### config.mk
export PLATFORM = sky130hd
export DESIGN_NAME = servo_motion_sequencer
export DESIGN_NICKNAME = d
export VERILOG_FILES = /design/src/rtl/servo_motion_sequencer.sv
export SDC_FILE = /design/constraint.sdc
export NUM_CORES = 1
export LEC_CHECK = 0
export CORE_UTILIZATION = 56
export CTS_CLUSTER_SIZE = 16
export DETAILED_ROUTE_END_ITERATION = 6
export PLACE_DENSITY_LB_ADDON = 0.15
export SLEW_MARGIN = 0
export SYNTH_ARGS = -nofsm -noshare
export SYNTH_HDL_FRONTEND = slang
export SYNTH_SLANG_ARGS = --single-unit
### constraint.sdc
create_clock -name clk -period 10.8 [get_ports clk]
set_input_delay 1.08 -clock clk [delete_from_list [all_inputs] [get_ports clk]]
set_output_delay 1.08 -clock clk [all_outputs]
set_load 0.03 [all_outputs]
### src/rtl/servo_motion_sequencer.sv
// servo_motion_sequencer: ramps the four arm servo angles to a commanded target
// set, one joint at a time in the safe order angle3, angle1, angle2, angle4.
// Optional feature macro: ANGLE_CLAMP_EN (saturate accepted targets to 180).
module servo_motion_sequencer #(
    parameter int unsigned TICK_DIV      = 50000,
    parameter int unsigned STEP_DEG      = 1,
    parameter int unsigned SETTLE_CYCLES = 1000000,
    parameter int unsigned HOME_ANGLE    = 90
) (
    input  logic       clk,
    input  logic       rst,
    input  logic       cmd_valid,
    output logic       cmd_ready,
    input  logic [7:0] tgt1,
    input  logic [7:0] tgt2,
    input  logic [7:0] tgt3,
    input  logic [7:0] tgt4,
    input  logic       abort,
    output logic [7:0] angle1,
    output logic [7:0] angle2,
    output logic [7:0] angle3,
    output logic [7:0] angle4,
    output logic       busy,
    output logic       done
);
    localparam int unsigned ANG_W = 8;
    localparam int unsigned DIF_W = 9;
    localparam int unsigned CNT_W = 32;
    localparam logic [ANG_W-1:0] HOME        = ANG_W'(HOME_ANGLE);
    localparam logic [DIF_W-1:0] STEP        = DIF_W'(STEP_DEG);
    localparam logic [CNT_W-1:0] TICK_LAST   = CNT_W'(TICK_DIV - 1);
    localparam logic [CNT_W-1:0] SETTLE_LAST = CNT_W'(SETTLE_CYCLES - 1);

    typedef enum logic [1:0] {S_IDLE, S_MOVE, S_SETTLE, S_DONE} state_t;

    state_t                  r_state, w_state_nx;
    logic [1:0]              r_idx, w_idx_nx;
    logic [CNT_W-1:0]        r_tick, w_tick_nx;
    logic [CNT_W-1:0]        r_settle, w_settle_nx;
    logic [3:0][ANG_W-1:0]   r_ang, w_ang_nx;
    logic [3:0][ANG_W-1:0]   r_tgt, w_tgt_nx;
    logic                    r_cmd_ready, r_busy, r_done;
    logic [1:0]              w_sel;
    logic [DIF_W-1:0]        w_cur, w_dst, w_diff, w_step;
    logic                    w_up;
    logic [ANG_W-1:0]        w_stepped;

    // Target conditioning applied once, at command acceptance
    function automatic logic [ANG_W-1:0] cond_tgt(input logic [ANG_W-1:0] t);
`ifdef ANGLE_CLAMP_EN
        return (t > 8'd180) ? 8'd180 : t;
`else
        return t;
`endif
    endfunction

    // Map the joint index onto the angle slot: angle3, angle1, angle2, angle4
    always_comb begin
        case (r_idx)
            2'd0:    w_sel = 2'd2;
            2'd1:    w_sel = 2'd0;
            2'd2:    w_sel = 2'd1;
            default: w_sel = 2'd3;
        endcase
    end

    // Non-overshooting step of the active joint toward its target (9-bit, no wrap)
    always_comb begin
        w_cur     = DIF_W'(r_ang[w_sel]);
        w_dst     = DIF_W'(r_tgt[w_sel]);
        w_up      = (w_dst > w_cur);
        w_diff    = w_up ? (w_dst - w_cur) : (w_cur - w_dst);
        w_step    = (w_diff < STEP) ? w_diff : STEP;
        w_stepped = w_up ? ANG_W'(w_cur + w_step) : ANG_W'(w_cur - w_step);
    end

    // Next-state and next-datapath logic
    always_comb begin
        w_state_nx  = r_state;
        w_idx_nx    = r_idx;
        w_tick_nx   = r_tick;
        w_settle_nx = r_settle;
        w_ang_nx    = r_ang;
        w_tgt_nx    = r_tgt;
        case (r_state)
            S_IDLE: begin
                if (cmd_valid) begin
                    w_tgt_nx[0] = cond_tgt(tgt1);
                    w_tgt_nx[1] = cond_tgt(tgt2);
                    w_tgt_nx[2] = cond_tgt(tgt3);
                    w_tgt_nx[3] = cond_tgt(tgt4);
                    w_idx_nx    = 2'd0;
                    w_tick_nx   = '0;
                    w_state_nx  = S_MOVE;
                end
            end
            S_MOVE: begin
                if (abort) begin
                    w_state_nx = S_IDLE;
                end else if (w_diff == '0) begin
                    w_tick_nx = '0;
                    if (r_idx == 2'd3) begin
                        w_settle_nx = '0;
                        w_state_nx  = S_SETTLE;
                    end else begin
                        w_idx_nx = r_idx + 2'd1;
                    end
                end else if (r_tick == TICK_LAST) begin
                    w_ang_nx[w_sel] = w_stepped;
                    w_tick_nx       = '0;
                end else begin
                    w_tick_nx = r_tick + CNT_W'(1);
                end
            end
            S_SETTLE: begin
                if (abort) begin
                    w_state_nx = S_IDLE;
                end else if (r_settle == SETTLE_LAST) begin
                    w_state_nx = S_DONE;
                end else begin
                    w_settle_nx = r_settle + CNT_W'(1);
                end
            end
            default: begin
                w_state_nx = S_IDLE;
            end
        endcase
    end

    // State register, datapath registers and registered status outputs
    always_ff @(posedge clk) begin
        if (rst) begin
            r_state     <= S_IDLE;
            r_idx       <= '0;
            r_tick      <= '0;
            r_settle    <= '0;
            r_ang       <= {4{HOME}};
            r_tgt       <= {4{HOME}};
            r_cmd_ready <= 1'b1;
            r_busy      <= 1'b0;
            r_done      <= 1'b0;
        end else begin
            r_state     <= w_state_nx;
            r_idx       <= w_idx_nx;
            r_tick      <= w_tick_nx;
            r_settle    <= w_settle_nx;
            r_ang       <= w_ang_nx;
            r_tgt       <= w_tgt_nx;
            r_cmd_ready <= (w_state_nx == S_IDLE);
            r_busy      <= (w_state_nx != S_IDLE);
            r_done      <= (w_state_nx == S_DONE);
        end
    end

    assign angle1    = r_ang[0];
    assign angle2    = r_ang[1];
    assign angle3    = r_ang[2];
    assign angle4    = r_ang[3];
    assign cmd_ready = r_cmd_ready;
    assign busy      = r_busy;
    assign done      = r_done;

endmodule

Figure 1. Cell placement (run 1).
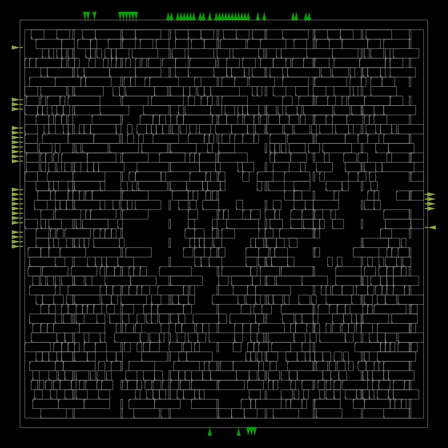
Core Rows: 41
tap cell instance count: 172
Seq Cell Count: 135

Figure 2. Sequential cells grouped by signal name (run 1).
Scale bar: 20 µm.
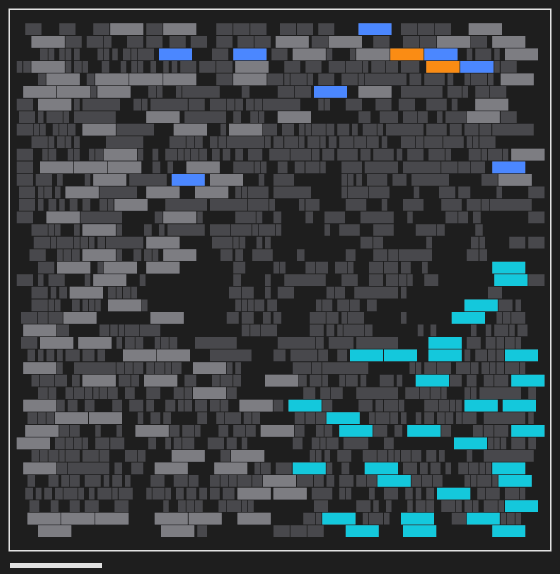
blue -> angle2  # flops 8
cyan -> r_tick  # flops 32
orange -> r_idx  # flops 2

Figure 3. Signal metal coverage by tile (run 1).
The die is cut into 23 by 23 equal tiles; dark blue is low, red is high, scaled to the fullest tile. Values are wire area over tile area, all layers added.
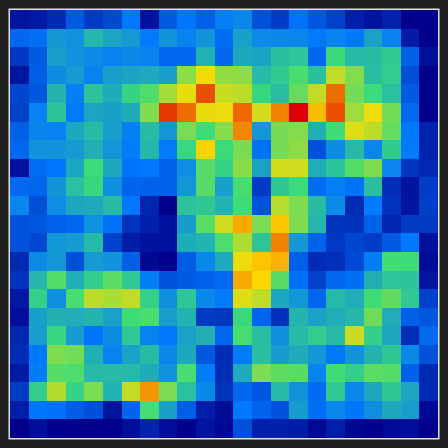
nearly empty tiles = 3.8%
fullest tile = 0.69
emptiest ninth of the die = middle right
mean over tiles = 0.23

==> run summary, run 1 <==
Notes on the physical design

Yosys shows that the main logic family after synthesis is simple AND/OR/NAND/NOR gates. The overall die width is 117 µm. Measured along the y axis, the die boundary spans 117 µm. On the critical path the largest part of the delay comes from simple AND/OR/NAND/NOR gates. Per report_power, the top consumer among the power groups is the clock network. The number of buffers added by the clock tree synthesis step is 17.

In this run the static leakage power is 3.37 nW. The final clock period utilization by the worst path is 63.1%. After synthesis, flip-flops and latches occupy 36.5% of the total area. The power report puts the net switching power at 335 µW. On the critical path the data arrives at 7150 ps.

The required arrival time at the worst endpoint is 11130 ps. Logic depth along the worst register-to-register path is recorded as 24. The number of cells in Yosys stat is 868. For this run, the post-layout net count is 991. The instance count on the critical path is 24. The startpoint of the worst register-to-register path is r_idx[0]$_SDFFE_PP0P_. The total number of H-tree levels is 4.

The first-pass detailed-route iteration total is 6. The floorplan report gives the top-level pin count as 71. The sequential share of power is 41.5%. In this run the standard cell core region covers 0.0128 mm². Global routing used 29.6% of the available tracks.

The area share of the largest cell type after synthesis is 36.5%. The adder-cell share of the synthesized area is 6.04%. The count of endpoints failing setup in the final report is 0. The worst vdd rail ir drop is 110 µV. In the synthesized netlist, the cells that appear most often are 135 x sky130_fd_sc_hd__dfxtp_1, 118 x sky130_fd_sc_hd__nand2_1, 84 x sky130_fd_sc_hd__nor2_1. The power dissipated in combinational cells is 178 µW. The final-layout setup total negative slack is 0 ps.

The die covers 0.0137 mm². Following the worst setup path forward leads to its endpoint at angle2[7]$_SDFFE_PP0P_. The total instance count after detailed placement is 1074. After synthesis, the cell types taking the most area are sky130_fd_sc_hd__dfxtp_1 36%, sky130_fd_sc_hd__nand2_1 6.0%, sky130_fd_sc_hd__ha_1 5.2%, sky130_fd_sc_hd__mux4_2 4.9%, sky130_fd_sc_hd__nor2_1 4.3%. The post-route non-filler standard cell count is 1106. The total of max-cap violations is 0. The global routing met3 resource utilization is 7.62%. The number of gates resized after CTS was 0. The HPWL after detailed placement is 13.9 mm.

The total power is 1.24 mW. The wire length of the first global-routing pass is 30.7 mm. The TritonCTS clock tree is built.

The wire length recorded after detailed routing is 19.4 mm. The power per unit of standard cell area is 142 mW/mm². Global routing used 48.7% of the available met2 tracks. The critical path contains buffers and inverters numbering 3 combined. Per the cell usage report, the commonest logic cell in the layout is sky130_fd_sc_hd__dfxtp_1. The flow ran to the end, and the final reports show no timing, DRC or antenna violations. The per-cell routed wire length is 17.6 µm. The clock period could shrink to 6810 ps. The setup fix buffers added after clock tree synthesis is 0. The number of remaining DRC errors is 0. The yosys synthesis warning count is 0. The critical path's most frequent cell is sky130_fd_sc_hd__ha_1. The part of the power in the clock network is 44.1%.

The count of different cell masters after synthesis is 70. Across all stage logs, warnings added up to 38. The via-per-instance ratio is 5.95. Per the GRT log, the top usage layer is met2. The maximum net fanout on the critical path is 16.

The number of clock sinks seen by CTS is 135. The share of flip-flops with an asynchronous set or reset after synthesis is 0%. The hold path startpoint is r_tgt[5]$_SDFFE_PP0P_. The transition at the pin with the smallest max-transition slack is 1030 ps. The cell at the root of the clock tree is sky130_fd_sc_hd__clkbuf_16. The synthesized area divided by synthesized cell count is 8.54 µm². The routed length on met2 is 9.23 mm. Per the skew report, the later register of the worst-skew pair sees a clock latency of 430 ps.
-- run 1: area by class of cell --
class                   instances  area [µm²]
multi-input cells             655        4370
fillers                      1031        4050
flip-flops and latches        135        2700
repair buffers                 76         746
clock buffers                  19         433
well taps                     172         215
inverters                      36         140
clock inverters                13         124
-- run 1: worst min-delay path, delay by kind of cell (launching register included) --
family	cells	cell delay, ps
AND-OR/OR-AND	1	50
AND/OR/NAND/NOR	1	50
flip-flops	1	300
-- run 1: through the flow --
stage                     utilization, %  worst slack, ps  hold WS, ps  area (µm²)
after detailed placement            64.0             4100          447        8170
after global routing                68.3             3670          471        8730
after CTS                           68.3             4060          455        8730
after global placement              64.0             4390          443        8170
after floorplan                        -             4280          433        7410
final                               68.3             3990          455        8730
Figure 4. Sizing map (run 1).
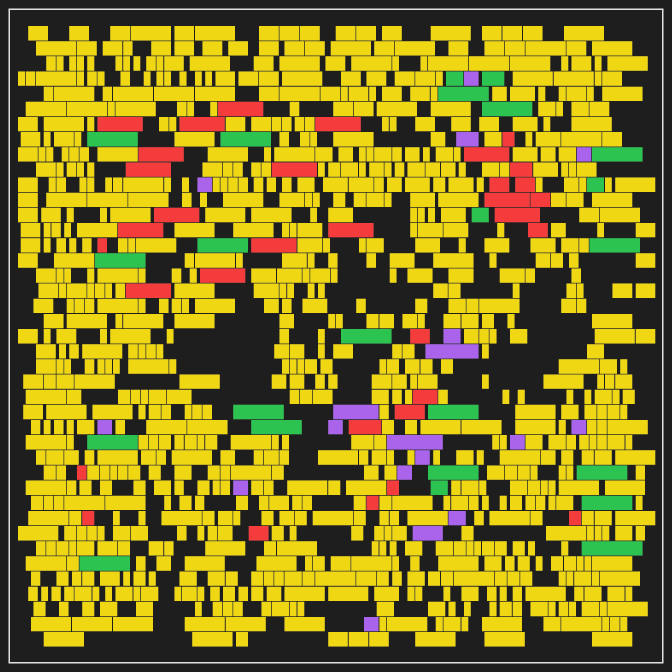

==> run 1 -> run 2 <==
- clock period: 10.8 -> 6.4 ns (I/O delays scaled with it)
Figure 5. Sizing map (run 2).
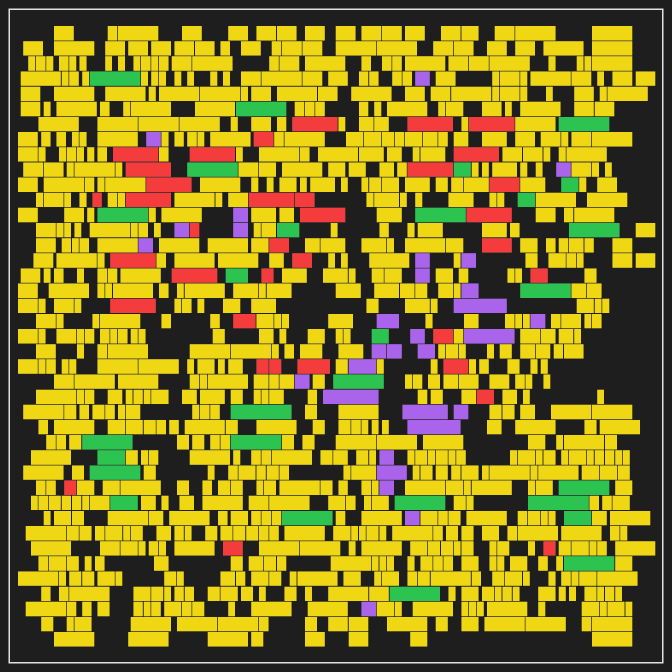
green -> x6 and larger  # cells 28, share 3.0%, most used clkbuf_16
red -> x2  # cells 36, share 3.8%, most used mux4_2
purple -> x3 and x4  # cells 30, share 3.2%, most used buf_4
yellow -> x1 and smaller  # cells 851, share 90%, most used dfxtp_1

==> run 2 against run 1 <==
Against the previous run:
- sequential cell count unchanged
- hold slack better by 3.0 ps
- via count shrank 0.99%
- final area is 2.0% higher
- global-route usage decreased by 0.61 points
- sequential power grew 69%
- clock skew decreased by 3.3 ps
- combinational power grew 78%
- non-clock buffer count rose by 13
- synthesized area did not move
- critical path depth increased by 1
- critical endpoint unchanged
==> run summary, run 2 <==
Notes on the physical design

The flow ran to the end, and the final reports show no timing, DRC or antenna violations. In this run the cell area of the synthesized design comes to 0.00741 mm². The first-pass detailed-route iteration total is 5.

Summed over all cells, the static leakage comes to 3.46 nW. The flow reports power dissipated in sequential cells as 867 µW. The required arrival time at the worst endpoint is 6750 ps. The setup fix buffers added after clock tree synthesis is 0. Global routing finished with a remaining overflow of 0.

The starting DRC count in detailed routing is 516. The per-cell routed wire length is 16.9 µm. In the hold report, the worst path ends at r_tgt[29]$_SDFFE_PP0P_. The termination of the worst setup path is angle2[7]$_SDFFE_PP0P_. Per the synthesis report, the XOR/XNOR share of the synthesized area is 6.03%. The main power-consuming group is the clock network.

The total number of warnings across the stage logs is 38. Post-route period utilization is reported as 95.1%. The largest registers in the layout are r_settle (32), r_tgt (32), r_tick (32). Using the TritonRoute via totals, the vias-per-cell ratio works out to 5.83. Per the detail_route log, met3 wirelength is 778 µm.

The layer with the highest usage is met2. By instance count after routing, the leading logic cell type is sky130_fd_sc_hd__dfxtp_1. In the placement report, post-DP HPWL is listed as 13.5 mm. The number of hold-repair buffers added at the cts stage is 0.

The total number of H-tree levels is 4. The total instance count after detailed placement is 1080. The worst hold-check path type is reg2reg.

STA classifies the critical path startpoint as a flip-flop. The flow reports that sequential cells draw 40.3% of the design power. After clock tree synthesis, the clock-pin slew on the worst setup and hold paths is 60 ps. Counting the warning lines in the Yosys log gives 0.

After synthesis, the share of flip-flops with an asynchronous set or reset is 0%. Routing resource usage on met1 recorded by global route was 38.8%. In the post-route report, total wirelength is listed as 18.8 mm. The via count of the first global-routing pass came to 6103. The number of clock buffers added by TritonCTS is 17. For this run, the post-layout net count is 1004. With fillers left out, the area of the finished cells amounts to 0.00890 mm².

Across all register-to-register paths, the minimum setup slack is 310 ps. Looking at the VDD voltage map, the peak drop is 201 µV. The report counts max-capacitance violations totalling 0. The power dissipated in the clock network is 969 µW. On the critical path the data arrives at 6440 ps.

On the critical path the largest part of the delay comes from AND-OR/OR-AND gates. Hold is met by 458 ps. The share of total power dissipated in the clock network is 45.0%.

The layout cell share with drive strength beyond 1 is 9.95%. After synthesis, the most frequently instantiated cells are 135 x sky130_fd_sc_hd__dfxtp_1, 118 x sky130_fd_sc_hd__nand2_1, 84 x sky130_fd_sc_hd__nor2_1. Hold analysis shows the worst path with a depth of 2. The final tally of hold violations is 0. The global routing met3 resource utilization is 6.18%. Detailed routing inserted a total of 6515 vias. CTS saw 135 sinks. Routability-driven placement finished with a final weighted congestion of 0.886. The critical path's most frequent cell is sky130_fd_sc_hd__ha_1. The number of antenna violations at the first check in global routing is 0.

The die boundary height is 117 µm. The detailed-routing wirelength on met1 is 8.78 mm. TritonCTS built the clock tree. The standard-cell row count is 41. Internal power comes to 1.60 mW. The synthesized instance count is 868. The routed design could run at a clock period as short as 6090 ps. From synthesis to final layout, the design area changed by 20.1%. Across the routed clock network, the largest skew measured is 6.02 ps. Measured in cells, the most critical reg-to-reg path has a length of 25. The transition at the pin with the smallest max-transition slack is 1170 ps. The global routing report lists combined usage of all routing layers as 29.0%. The flip-flop and latch count after synthesis is 135. The count of flip-flops with a built-in enable after synthesis is 0. In this run the tool buffered the top-level ports with 70 buffer cells. The library cell with the largest summed area after synthesis is sky130_fd_sc_hd__dfxtp_1.

Looking at the clock tree report, the root buffer type is sky130_fd_sc_hd__clkbuf_16. Per the hold report, the tightest min-delay path originates at r_tgt[29]$_SDFFE_PP0P_. The floorplan net count is 938. The final-layout setup total negative slack is 0 ps. The die area is 0.0137 mm².

The total power is 2.15 mW. The stage delay of the slowest cell on the critical path is 570 ps. As reported, the later end of the worst-skew pair has a clock insertion delay of 430 ps.

The start-to-end type of the worst setup path is reg2reg. The kind of capture point of the worst setup path is a flip-flop. The combined buffer and inverter count along the critical path is 4. The netlist uses 70 different library cells. The power per unit of standard cell area is 242 mW/mm². The worst-case setup slack after placement is 231 ps. In this run the deepest clock path goes through 2 buffers.

The number of remaining DRC errors is 0. After synthesis, flip-flops and latches occupy 36.5% of the total area. The combinational cell fraction of total power is 14.7%. The power dissipated by switching net loads is 556 µW. In the synthesized netlist, mux cells make up 7.98% of the area.

The post-cts gate resize count is 0. In the layout the commonest cells are 135 x sky130_fd_sc_hd__dfxtp_1, 118 x sky130_fd_sc_hd__nand2_1, 82 x sky130_fd_sc_hd__nor2_1, 70 x sky130_fd_sc_hd__clkdlybuf4s50_1, 56 x sky130_fd_sc_hd__nand3_1. The area share of the largest cell type after synthesis is 36.5%. Timing would allow up to 164 MHz.

All stages included, the depth of the critical timing path comes to 25. The count of endpoints failing setup in the final report is 0. The number of nets with antenna violations after detailed routing is 0.

Yosys stat counts 868 cells in the synthesized netlist. Yosys attributes the largest share of cell area to sky130_fd_sc_hd__dfxtp_1 36%, sky130_fd_sc_hd__nand2_1 6.0%, sky130_fd_sc_hd__ha_1 5.2%, sky130_fd_sc_hd__mux4_2 4.9%, sky130_fd_sc_hd__nor2_1 4.3%. Summing all placed instances gives a cell area of 0.00821 mm². Looking at the gate-level netlist, the highest instance count belongs to sky130_fd_sc_hd__dfxtp_1. In this run the horizontal extent of the chip is 117 µm. After synthesis, the mean cell area works out to 8.54 µm². The power dissipated in combinational cells is 317 µW. Along the worst path, the maximum fanout reaches 8. The area fraction in and, or, nand and nor cells is 26.4%.

The final max-slew violation count is 0. The routed length on met2 is 9.09 mm. Among the non-sequential cells, simple AND/OR/NAND/NOR gates take the most area. The final antenna diode tally reported by the flow is 0. Net switching is 25.8% of the power. For the worst reg-to-reg path, the startpoint reported by OpenROAD is r_idx[0]$_SDFFE_PP0P_. The adder-cell share of the synthesized area is 6.04%. The worst slew margin relative to its limit is 22.1%. The worst register-to-register path ends at angle2[7]$_SDFFE_PP0P_.

The first global-routing pass estimated 30.2 mm of wire. For this run, global-route usage on met2 was measured as 46.9%. Per the OpenROAD floorplan log, the area of the core is 0.0128 mm². The setup slack after layout is 311 ps. The number of top-level pins is 71.
Figure 6. Cell placement (run 2).
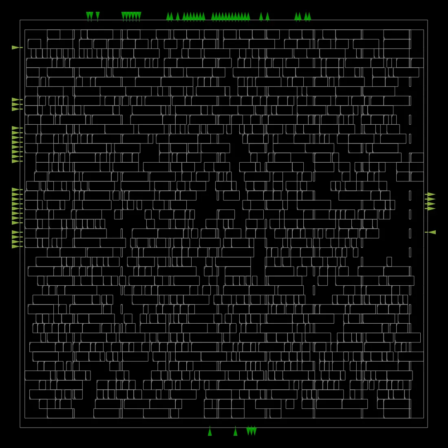
number of fill cells in the layout: 1031
utilization of the core after routing: 69.7%
register share of the cell area: 30.4%
number of standard cells in the final layout excluding fillers: 1117

[run 2: cell types whose count changed in the layout (fill, tap and decap cells not counted), moves of 3 or more]
cell | before | now
sky130_fd_sc_hd__o21ai_1 | 0 | 4
sky130_fd_sc_hd__ha_1 | 31 | 28
sky130_fd_sc_hd__buf_4 | 6 | 17
sky130_fd_sc_hd__o21ai_0 | 29 | 25
sky130_fd_sc_hd__clkbuf_8 | 0 | 3
[run 2: area by class of cell]
cell class	instances	area, µm²	area share (%)
clock buffer	20	467	5.24
clock inverter	10	119	1.34
inverter	36	140	1.57
multi-input combinational	655	4410	49.5
sequential	135	2700	30.4
tap	172	215	2.42
timing repair buffer	89	851	9.56
Figure 7. Signal metal coverage by tile (run 2).
The die is cut into 23 by 23 equal tiles; dark blue is low, red is high, scaled to the fullest tile. Values are wire area over tile area, all layers added.
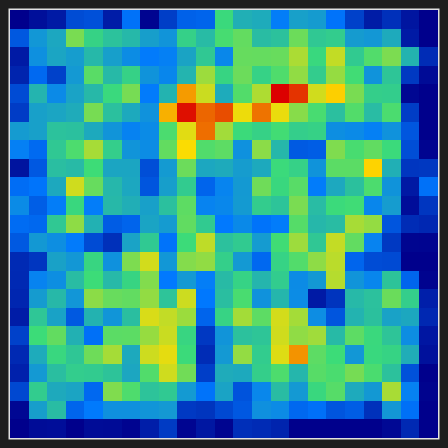

==> run 2 -> run 3 <==
- CORE_MARGIN: not set -> 4
- SKIP_LAST_GASP: not set -> 1
Figure 8. Signal metal coverage by tile (run 3).
The die is cut into 25 by 25 equal tiles; dark blue is low, red is high, scaled to the fullest tile. Values are wire area over tile area, all layers added.
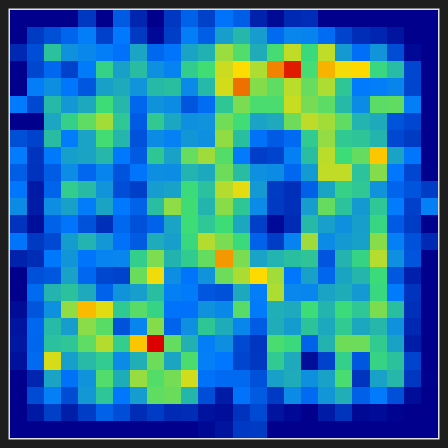
mean over tiles = 0.21
fullest tile = 0.69
tiles over half the peak = 17%

Figure 9. Sequential cells grouped by signal name (run 3).
Scale bar: 20 µm.
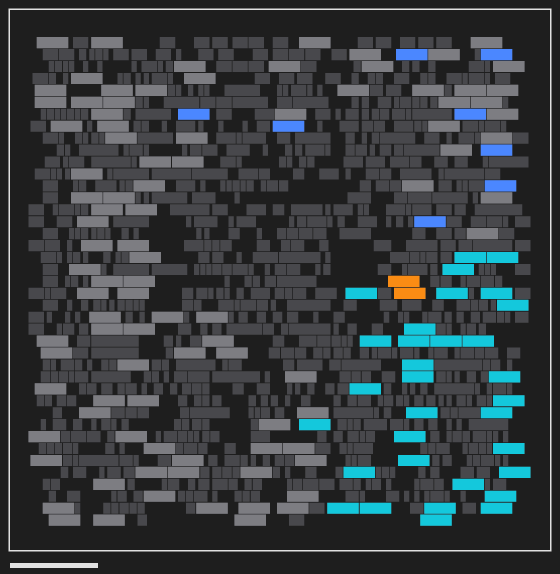
blue -> angle2  # flops 8
orange -> r_idx  # flops 2
cyan -> r_tick  # flops 32

==> run 3 against run 2 <==
Against the previous run:
- combinational power fell by 2%
- die size rose by 11%
- sequential power barely moved
- non-clock buffer count fell by 8
- first-iteration DRC count rose by 14%
- critical path depth fell by 1
- global-route usage fell by 2.9 points
- setup slack improved by 32 ps
- sequential cell count did not move
- critical endpoint unchanged
==> run summary, run 3 <==
Notes on the physical design

The class occupying the most area after layout is reported as combinational gates. The clock period minus worst slack is 6060 ps. The horizontal die dimension reported for this design is 123 µm. The worst-case setup slack after placement is 111 ps. After clock tree synthesis, the clock-pin slew on the worst setup and hold paths is 60 ps. The global placer's final weighted congestion is 0.844.

During synthesis, Yosys emitted a total of 0 warnings. The library cell with the largest summed area after synthesis is sky130_fd_sc_hd__dfxtp_1. The share of total power dissipated in combinational logic is 13.7%. The part of the power in the clock network is 48.2%. The flip-flop and latch count after synthesis is 135.

Global routing consumed, over all layers together, 26.1% of the routing resources. The combined area of the multi-input logic cells is 0.00440 mm². In the final routing, the length of wire on met1 measures 8.55 mm. The number of hold-repair buffers added at the cts stage is 0. The power dissipated by switching net loads is 556 µW. The post-route utilization of the core is recorded as 69.9%. After filler insertion, the fill cell instance count of the layout stands at 1033. The setup fix buffers added after clock tree synthesis is 0. By area the synthesized netlist is led by sky130_fd_sc_hd__dfxtp_1 36%, sky130_fd_sc_hd__nand2_1 6.0%, sky130_fd_sc_hd__ha_1 5.2%, sky130_fd_sc_hd__mux4_2 4.9%, sky130_fd_sc_hd__nor2_1 4.3%. The total power is 2.27 mW. The most used standard cell by instance count after synthesis is sky130_fd_sc_hd__dfxtp_1. The total number of warnings across the stage logs is 38. After routing, the total negative slack on setup checks comes to 0 ps. The via count of the first global-routing pass is 6517.

In this run, distinct cell masters in the synthesized netlist total 70. The layout summary lists the proportion of cells stronger than drive strength 1 as 9.37%. Compared with the post-synthesis result, the final layout area differs by 20.4%.

The largest buffer count on any clock path is 2. The flow ran to the end, and the final reports show no timing, DRC or antenna violations. The via-per-instance ratio is 5.87. The share of flip-flops with an asynchronous set or reset after synthesis is 0%. Per the synthesis report, the adder-cell share of the synthesized area is 6.04%. The post-synth count of flops with an enable pin is 0. Data on the critical path is required at its endpoint by 6740 ps. Of the total power, the share spent switching nets is 24.5%. The top cell types in the final layout, fill and taps aside, are 135 x sky130_fd_sc_hd__dfxtp_1, 118 x sky130_fd_sc_hd__nand2_1, 82 x sky130_fd_sc_hd__nor2_1, 70 x sky130_fd_sc_hd__clkdlybuf4s50_1, 56 x sky130_fd_sc_hd__nand3_1. The worst hold slack after final layout is 454 ps. The start-to-end type of the worst setup path is reg2reg. Grouping non-sequential cells by family puts the most area in simple AND/OR/NAND/NOR gates. Once layout is complete, the cells apart from fillers number 1111. The starting DRC count in detailed routing is 590. The number of top-level pins is 71. The worst-case IR drop observed on VDD is 230 µV.

The inserted tap cell count is 172. The met2 demand-to-capacity share in global routing is 42.8%. STA classifies the critical path endpoint as a flip-flop. The number of cells in Yosys stat is 868. The die area is 0.0151 mm². The floorplan net count is 938. The transition time recorded at the tightest slew-check pin is 1230 ps. For this block, the routed nets add up to 19.4 mm of wire. The path class of the tightest hold or removal check is reg2reg.

The power per unit of standard cell area is 255 mW/mm². The script parses the final routing iteration and logs DRC violations as 0. The worst slew margin relative to its limit is 17.6%.

The buffer_ports step reported a buffer count of 70. The leakage power total is 3.46 nW. After synthesis, the largest area contributor takes up 36.5% of total cell area. The global routing met3 resource utilization is 4.71%. The storage element area is 0.00270 mm². The final tally of hold violations is 0. Non-clock buffering takes up 8.92% of total cell area after layout.

The logic share of the area is 49.4%. The inverter count is 36. For this run, the detailed router's first-pass iteration total came to 5.

The first global-routing pass estimated 31.3 mm of wire. The final max-slew violation count is 0. In this run the clock root is driven by a sky130_fd_sc_hd__clkbuf_16. The number of buffers other than clock buffers in the final layout is 81. The data arrival time reported for the critical path is 6400 ps. The critical path's most frequent cell is sky130_fd_sc_hd__ha_1.

The finished cells cover 0.00892 mm². The die boundary height is 123 µm. Sorting the synthesized cells by how often they occur yields 135 x sky130_fd_sc_hd__dfxtp_1, 118 x sky130_fd_sc_hd__nand2_1, 84 x sky130_fd_sc_hd__nor2_1. In the final run the clock tree shows a worst skew of 6.69 ps. STA classifies the critical path startpoint as a flip-flop. The count of nets left with antenna violations once routing finished came out at 0. The total placed instance area is 0.00819 mm². The power report lists cell-internal power as 1.72 mW. The power report attributes to the sequential group a share of 38.1%.
-- run 3: cell counts after synthesis --
Identical to the previous run, type by type.
-- run 3: power by group through the flow --
| stage | registers [mW] | clock network [mW] | logic [mW] |
|---|---|---|---|
| global placement | 0.884 | 0 | 0.291 |
| finish | 0.867 | 1.09 | 0.312 |
| global route | 0.868 | 1.14 | 0.342 |
| CTS | 0.867 | 1.11 | 0.295 |
| detailed placement | 0.885 | 0 | 0.293 |
| floorplan | 0.883 | 0 | 0.224 |
-- run 3: final timing paths --
check,endpoint,cells past startpoint
max,angle2[7]$_SDFFE_PP0P_,24
min,r_tgt[8]$_SDFFE_PP0P_,2
max reg2reg,angle2[7]$_SDFFE_PP0P_,24
min reg2reg,r_tgt[8]$_SDFFE_PP0P_,2
No activity file was given, so power comes from the tool's default toggle rates.
